`config.mk`:
```
export PLATFORM = sky130hd
export DESIGN_NAME = fetch_unit_prefetch
export DESIGN_NICKNAME = d
export VERILOG_FILES = /design/src/rtl/mips_fetch_defs.sv /design/src/rtl/fetch_queue.sv /design/src/rtl/fetch_unit_prefetch.sv
export SDC_FILE = /design/constraint.sdc
export NUM_CORES = 1
export LEC_CHECK = 0
export CAP_MARGIN = 0
export CORE_MARGIN = 5
export CORE_UTILIZATION = 45
export CTS_CLUSTER_DIAMETER = 150
export DETAILED_ROUTE_END_ITERATION = 12
export PLACE_DENSITY_LB_ADDON = 0.3
export REMOVE_ABC_BUFFERS = 1
export SKIP_LAST_GASP = 1
export SYNTH_ARGS = -nofsm -noshare
export SYNTH_HDL_FRONTEND = slang
export SYNTH_SLANG_ARGS = --single-unit
export TNS_END_PERCENT = 20
```
`constraint.sdc`:
```
create_clock -name clk -period 3.3 [get_ports clk]
set_input_delay 0.33 -clock clk [delete_from_list [all_inputs] [get_ports clk]]
set_output_delay 0.33 -clock clk [all_outputs]
set_load 0.01 [all_outputs]
```
`src/rtl/mips_fetch_defs.sv`:
```
// ---------------------------------------------------------------------------
// mips_fetch_defs
// Shared definitions for the fetch stage: FSM state encoding, instruction
// word width and the sequential PC increment.
// ---------------------------------------------------------------------------
package mips_fetch_defs;

    localparam int unsigned INSTR_W = 32;
    localparam int unsigned PC_INC  = 4;

    // REQ : a read request may be presented to instruction memory
    // WAIT: one read is outstanding, its response will be queued
    // DROP: one read is outstanding, its response is stale and discarded
    typedef enum logic [1:0] {
        ST_REQ  = 2'd0,
        ST_WAIT = 2'd1,
        ST_DROP = 2'd2
    } fetch_state_e;

endpackage

```
`src/rtl/fetch_queue.sv`:
```
// ---------------------------------------------------------------------------
// fetch_queue
// Synchronous FIFO holding fetched {pc, instr} pairs.
// Ports:
//   clk, rst_n          clock, asynchronous active-low reset
//   flush               empties the queue on the next edge (wins over push/pop)
//   push, push_data     write one entry (ignored when full)
//   pop                 retire the head entry (ignored when empty)
//   head_data           current head entry (storage output, no bypass)
//   count, full, empty  occupancy status
// ---------------------------------------------------------------------------
module fetch_queue #(
    parameter int unsigned WIDTH = 64,
    parameter int unsigned DEPTH = 4,
    localparam int unsigned AW   = $clog2(DEPTH)
) (
    input  logic             clk,
    input  logic             rst_n,
    input  logic             flush,
    input  logic             push,
    input  logic [WIDTH-1:0] push_data,
    input  logic             pop,
    output logic [WIDTH-1:0] head_data,
    output logic [AW:0]      count,
    output logic             full,
    output logic             empty
);

    logic [WIDTH-1:0] mem_r [DEPTH];
    logic [AW-1:0]    wr_ptr_r;
    logic [AW-1:0]    rd_ptr_r;
    logic [AW:0]      count_r;
    logic             push_ok_s;
    logic             pop_ok_s;

    assign full      = (count_r == (AW+1)'(DEPTH));
    assign empty     = (count_r == '0);
    assign count     = count_r;
    assign head_data = mem_r[rd_ptr_r];
    assign push_ok_s = push & ~full;
    assign pop_ok_s  = pop & ~empty;

    // Entry storage; cleared on reset so the head reads as zero out of reset
    always_ff @(posedge clk or negedge rst_n) begin
        if (!rst_n) begin
            for (int i = 0; i < DEPTH; i++) begin
                mem_r[i] <= '0;
            end
        end else if (push_ok_s && !flush) begin
            mem_r[wr_ptr_r] <= push_data;
        end
    end

    // Pointers and occupancy; pointers wrap naturally since DEPTH is a power of 2
    always_ff @(posedge clk or negedge rst_n) begin
        if (!rst_n) begin
            wr_ptr_r <= '0;
            rd_ptr_r <= '0;
            count_r  <= '0;
        end else if (flush) begin
            wr_ptr_r <= '0;
            rd_ptr_r <= '0;
            count_r  <= '0;
        end else begin
            if (push_ok_s) begin
                wr_ptr_r <= wr_ptr_r + AW'(1);
            end
            if (pop_ok_s) begin
                rd_ptr_r <= rd_ptr_r + AW'(1);
            end
            case ({push_ok_s, pop_ok_s})
                2'b10:   count_r <= count_r + (AW+1)'(1);
                2'b01:   count_r <= count_r - (AW+1)'(1);
                default: count_r <= count_r;
            endcase
        end
    end

endmodule

```
`src/rtl/fetch_unit_prefetch.sv`:
```
// ---------------------------------------------------------------------------
// fetch_unit_prefetch
// Fetch stage with a prefetch queue. Holds the fetch PC, issues one word read
// at a time to instruction memory, queues {pc, instr} pairs for decode and
// handles redirects (jr > jump > taken branch) by flushing the queue and
// discarding any response that is still in flight.
// Ports:
//   imem_req_valid/ready/addr   read request (addr = fetch PC)
//   imem_rsp_valid/data         read response
//   ex_pc, branch, zero_flag,
//   br_offset, jump, jump_index,
//   jr, jr_target               redirect information from execute
//   dec_valid/ready/instr/pc    queue head towards decode
// ---------------------------------------------------------------------------
module fetch_unit_prefetch
    import mips_fetch_defs::*;
#(
    parameter int unsigned      XLEN     = 32,
    parameter logic [XLEN-1:0]  RESET_PC = '0,
    parameter int unsigned      FQ_DEPTH = 4
) (
    input  logic               clk,
    input  logic               rst_n,
    output logic               imem_req_valid,
    input  logic               imem_req_ready,
    output logic [XLEN-1:0]    imem_req_addr,
    input  logic               imem_rsp_valid,
    input  logic [INSTR_W-1:0] imem_rsp_data,
    input  logic [XLEN-1:0]    ex_pc,
    input  logic               branch,
    input  logic               zero_flag,
    input  logic [XLEN-1:0]    br_offset,
    input  logic               jump,
    input  logic [25:0]        jump_index,
    input  logic               jr,
    input  logic [XLEN-1:0]    jr_target,
    output logic               dec_valid,
    input  logic               dec_ready,
    output logic [INSTR_W-1:0] dec_instr,
    output logic [XLEN-1:0]    dec_pc
);

    localparam int unsigned QAW = $clog2(FQ_DEPTH);
    localparam int unsigned QW  = XLEN + INSTR_W;

    fetch_state_e        state_r;
    fetch_state_e        state_nxt_s;
    logic [XLEN-1:0]     fetch_pc_r;
    logic                run_r;
    logic                redirect_s;
    logic [XLEN-1:0]     seq_pc_s;
    logic [XLEN-1:0]     target_s;
    logic                req_valid_s;
    logic                push_s;
    logic                pop_s;
    logic                slot_free_s;
    logic [QW-1:0]       q_head_s;
    logic [QAW:0]        q_count_s;
    logic                q_full_s;
    logic                q_empty_s;

    assign redirect_s = jr | jump | (branch & zero_flag);
    assign seq_pc_s   = ex_pc + XLEN'(PC_INC);

    // Redirect target selection, jr has highest priority, then jump, then branch
    always_comb begin
        target_s = '0;
        if (jr) begin
            target_s = jr_target;
        end else if (jump) begin
            target_s = {seq_pc_s[XLEN-1:28], jump_index, 2'b00};
        end else begin
            target_s = seq_pc_s + {br_offset[XLEN-3:0], 2'b00};
        end
    end

    // A request reserves a queue slot: only issue while an entry is still free
    assign slot_free_s = (q_count_s < (QAW+1)'(FQ_DEPTH));

    // FSM next state plus request / push strobes
    always_comb begin
        state_nxt_s = state_r;
        req_valid_s = 1'b0;
        push_s      = 1'b0;
        case (state_r)
            ST_REQ: begin
                req_valid_s = run_r & slot_free_s & ~redirect_s;
                if (req_valid_s && imem_req_ready) begin
                    state_nxt_s = ST_WAIT;
                end else begin
                    state_nxt_s = ST_REQ;
                end
            end
            ST_WAIT: begin
                if (imem_rsp_valid) begin
                    // full can never be seen here; the guard only protects the queue
                    push_s      = ~redirect_s & ~q_full_s;
                    state_nxt_s = ST_REQ;
                end else if (redirect_s) begin
                    state_nxt_s = ST_DROP;
                end else begin
                    state_nxt_s = ST_WAIT;
                end
            end
            ST_DROP: begin
                if (imem_rsp_valid) begin
                    state_nxt_s = ST_REQ;
                end else begin
                    state_nxt_s = ST_DROP;
                end
            end
            default: begin
                state_nxt_s = ST_REQ;
            end
        endcase
    end

    // FSM state register
    always_ff @(posedge clk or negedge rst_n) begin
        if (!rst_n) begin
            state_r <= ST_REQ;
        end else begin
            state_r <= state_nxt_s;
        end
    end

    // Holds requests off for the first cycle after reset so the request port reads 0 in reset
    always_ff @(posedge clk or negedge rst_n) begin
        if (!rst_n) begin
            run_r <= 1'b0;
        end else begin
            run_r <= 1'b1;
        end
    end

    // Fetch PC: redirect target, or advance once the current word is queued
    always_ff @(posedge clk or negedge rst_n) begin
        if (!rst_n) begin
            fetch_pc_r <= RESET_PC;
        end else if (redirect_s) begin
            fetch_pc_r <= target_s;
        end else if (push_s) begin
            fetch_pc_r <= fetch_pc_r + XLEN'(PC_INC);
        end
    end

    // The flush on redirect also covers a pop in the same cycle
    assign pop_s = dec_valid & dec_ready;

    fetch_queue #(
        .WIDTH (QW),
        .DEPTH (FQ_DEPTH)
    ) u_fetch_queue (
        .clk       (clk),
        .rst_n     (rst_n),
        .flush     (redirect_s),
        .push      (push_s),
        .push_data ({fetch_pc_r, imem_rsp_data}),
        .pop       (pop_s),
        .head_data (q_head_s),
        .count     (q_count_s),
        .full      (q_full_s),
        .empty     (q_empty_s)
    );

    assign imem_req_valid = req_valid_s;
    assign imem_req_addr  = fetch_pc_r;
    assign dec_valid      = ~q_empty_s & ~redirect_s;
    assign dec_instr      = q_head_s[INSTR_W-1:0];
    assign dec_pc         = q_head_s[QW-1:INSTR_W];

endmodule

```
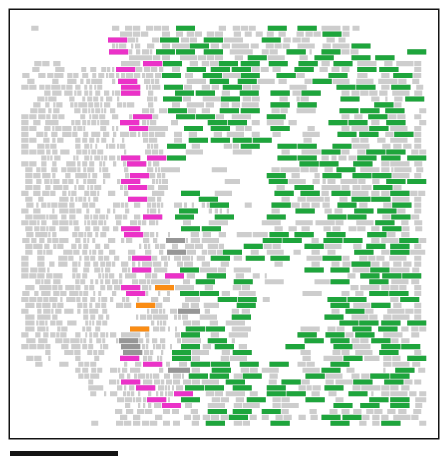
Fig. 1. Sequential cells coloured by netlist name.
The bar under the picture is 50 µm long. Other sequential cells in the stronger grey, the rest of the logic in the fainter grey.
legend:
  magenta:
    signal: `imem_req_addr`
    sequential_cells: 32
  green:
    signal: `u_fetch_queue.mem_r`
    sequential_cells: 256
  orange:
    signal: `u_fetch_queue.count`
    sequential_cells: 3
not coloured: 7
sequential share of cell area: 35.3%
sequential group power: 3.94 mW

==> summary.txt <==
Status on the layout run. Post-synth tally of flip-flops with integrated enable landed at 0. The detailed router reported a total wirelength of 41.1 mm. TritonCTS built the clock tree. The floorplan step set the die width to 197 µm. In this run the most critical hold path is launched from jr_target[1]. After synthesis the cells add up to 0.0158 mm². The fraction of final cell area spent on clock buffers and inverters in this run is 5.22%. Clock tree synthesis selected as its root buffer the cell clkbuf_16.

The report shows a maximum critical-path fanout of 3. Hold-check failures listed in the final report amount to 0. The floorplan report gives the top-level pin count as 261. Met3 layer wire length in the routed design landed at 2.26 mm.

VDD sags by at most 0.372 mV. The number of gates resized after CTS was 3. Sequential elements use 47.2% of the synthesized area.

Overall power after layout landed at 9.26 mW. Leakage component of the power landed at 9.88 nW. The worst setup path is captured at a flip-flop. In the finished design, the share of the clock period the worst path needs comes to 98.0%.

Non-clock buffer contribution to total cell area landed at 18.3%. Global-route congestion overflow total landed at 0. Per STA, the startpoint of the critical path is ex_pc[10].

Number of max-cap violations landed at 0. Count of cells along the worst register-to-register path landed at 10. Per the post-run analysis, buffers plus inverters along the critical path come to 3. Global routing used 21.0% of the available tracks. The highest metal layer carrying signal wires in the routed design is met5. Per the area breakdown, the dominant cell category is logic gates.

Per STA, the highest per-stage delay on the worst path measures 490 ps. The share of total power dissipated in combinational logic is 17.4%. Power density over cell area landed at 438 mW/mm².

The flow reports an fmax of 0.309 GHz. For this design the total switching power over the nets is 2.29 mW. The worst setup path is launched from an input port. Entering global routing, the biggest net connects 91 pins. The max-slew check reports its worst relative slack as 39.5%. Of the total power, the share spent switching nets is 24.7%. Number of cells on the critical path landed at 18.

Portion of total power attributed to the clock network landed at 40.0%. Fraction of registers with async set/reset landed at 100%. Number of instances in the synthesized netlist landed at 1252. The most critical min-delay path falls under in2reg. In this run the most used layer during global routing was met2. The final layout report lists a filler cell count of 2717.

Setup repair after global routing could not meet its margin everywhere. Number of nets with antenna violations after routing landed at 0. Detail-routed via count per cell landed at 5.44.

Number of antenna violations at the first check in global routing landed at 4. After detailed routing, the number of remaining DRC violations is 0. Share of power burned in registers landed at 42.6%.

The worst hold path was traced through 3 stages. The kind of cell with the highest combined delay along the critical path is AND-OR/OR-AND gates. The register with the most flip-flops in the final layout is u_fetch_queue.mem_r. Counting instances in the post-synthesis netlist gives the leading cell types as dfrtp_1 (298), mux2_2 (194), nand2_1 (78). The routed layout has 11.4k vias.

The top cell type in the final layout, fill and taps aside, is dfrtp_1. Setup violation total in the final timing report landed at 0. The die covers 0.0390 mm². The power report lists cell-internal power as 6.97 mW. Ranked by power, first place goes to registers. The placement report lists the number of port buffers as 258. At the worst endpoint, the required time is 3730 ps. DRC marker count from the first detailed-route iteration landed at 448. The main area contributors are dfrtp_1 (47%), mux2_2 (14%), mux4_2 (9.1%). Layout sequential cell count landed at 298.

According to the timing report, the critical path is captured at imem_req_addr[31]$_DFFE_PN0P_. The top cell type by area accounts for 47.2% of the synthesized area. The routed design could run at a clock period as short as 3240 ps. The timing report gives the clock slew at the launch and capture registers of the worst setup and hold paths as 60 ps. Per the layout report, the design carries 50 clock buffers.

Number of buffers outside the clock class in the layout landed at 408. Number of warnings printed during yosys synthesis landed at 0. The finished design was reported to have a net count of 1825. In this run the critical register-to-register path is launched from imem_req_addr[9]$_DFFE_PN0P_. The number of global-route vias before repair came to 12.0k. STA lists the endpoint of the worst register-to-register path as imem_req_addr[31]$_DFFE_PN0P_. Maximum count of clock buffers along a single path landed at 3.

Number of H-tree levels landed at 2. The power report lists the clock group at 3.70 mW. Routability-driven placement finished with a final weighted congestion of 0.904. Combined flip-flop and latch cell area landed at 0.00746 mm².

Buffers added to address setup during post-CTS repair amount to 0. By instance count after routing, the leading logic cell types are dfrtp_1 (296), clkdlybuf4s50_1 (251), mux2_2 (194), buf_4 (136), nand2_1 (73). Number of max-slew violations in the final report landed at 0. Post-synthesis cell count from yosys landed at 1252.

The skew report gives the latency at the later pin of the worst-skew pair as 500 ps. Number of storage elements in the synthesis netlist landed at 298. Register-to-register path setup slack landed at 840 ps. Slew of the pin with the lowest slew margin landed at 906 ps.

In this run the tools logged warnings totalling 37. A synthesized cell averages 12.6 µm². Fraction of standard cell area in multi-input logic landed at 38.3%.

The flow inserted 455 tap cells. In the floorplan report the effective utilization is 45.7%. Count of clock tree sinks landed at 298. Detailed-routing wirelength on met1 landed at 17.8 mm. The post-CTS hold buffer count recorded in the log is 1.

TritonRoute output was used to compute an average wire per cell of 19.6 µm. Area added between synthesis and finish landed at 33.8%. The number of multi-input combinational cells in the layout is 865.

Counting distinct cell types in the post-synthesis netlist gives 75. For hold timing, the worst endpoint is imem_req_addr[1]$_DFFE_PN0P_. The arrival time of data at the worst endpoint is listed as 3670 ps. The critical path's slowest stage uses the library cell clkdlybuf4s50_1. Global routing consumed, on the met3 layer, 4.18% of the routing resources. Per the synth stats, the flop cell with the highest instance count is dfrtp_1.

Worst clock skew on the final layout landed at 11.1 ps. HPWL after detailed placement landed at 30.0 mm. Number of signal-net inverters in the final layout landed at 13. dfrtp_1 takes more of the synthesized area than any other cell. The repair_antennas step left the layout with diodes totalling 1. The first global-routing pass estimated 65.8 mm of wire. Walking the worst path, the cells encountered are clkdlybuf4s50_1 -> nand4_1 -> nor3_4 -> buf_6 -> nand3_1 -> xnor2_2 -> ha_1 -> nand2_2 -> o21ai_2 -> o41ai_2 -> o21ai_1 -> a21o_1 -> buf_4 -> a211oi_2 -> xnor2_1 -> nand2_1 -> o211ai_2 -> o31a_1. The critical path is of the in2reg type. Wire segments on met2 add up to 20.2 mm in the final route. Global routing used 35.4% of the available met2 tracks.

The run finished with clean final reports. Leaving out buffers and inverters, the combinational logic in the layout accounts for 0.00811 mm². Floorplan die height landed at 197 µm. The stat command in Yosys gives a chip area of 0.0158 mm².

Number of flip-flops under the largest register name landed at 256. Reported combinational group power landed at 1.62 mW. Detailed-router iteration count before antenna repair landed at 4. met1 track demand over resource after global routing is 28.1%. Per the final layout report, the fraction of cells sized above drive strength 1 comes to 30.7%. TritonCTS created 34 clock buffers. For the final routed database, the setup TNS stands at 0 ps.
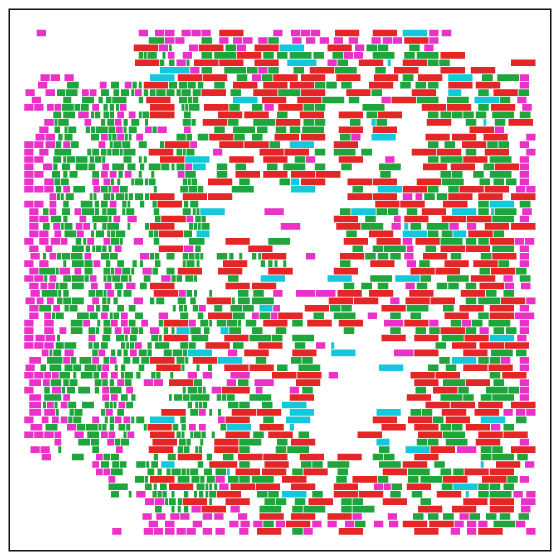
Fig. 2. Placed cells, one colour a class.
legend:
  green:
    class: combinational and other logic
    cells: 878
  cyan:
    class: clock drivers and dummy loads
    cells: 57
  magenta:
    class: remaining buffers and delay cells
    cells: 408
  red:
    class: sequential cells
    cells: 298
final std cell area, no fill: 0.0212 mm²
std cell rows: 68
final core area utilization: 61.1%
placeable core region: 0.0346 mm²

## cell families (layout without fill, tap and decap cells)
family | Yosys count | after routing | share of synthesized area [%]
flops | 298 | 298 | 47.2
fa+ha+maj | 42 | 42 | 3.42
compound gates | 175 | 175 | 7.22
mux | 324 | 324 | 27.6
other cells | 1 | 2 | 0.0237
xor+xnor | 83 | 83 | 4.60
buf+inv | 89 | 478 | 2.53
simple gates | 240 | 240 | 7.50
## stage by stage
step                      worst slack, ps  hold WS, ps  cells  cell area (µm²)
after detailed placement             -572          405   2034            19900
after global routing                 -151          429   2096            21200
after CTS                           -13.1          398   2092            21000
after global placement               -499          395   2034            19900
after floorplan                      -434         34.4   1176            15500
final                                64.9          408   2097            21200
No activity file was given, so power comes from the tool's default toggle rates.
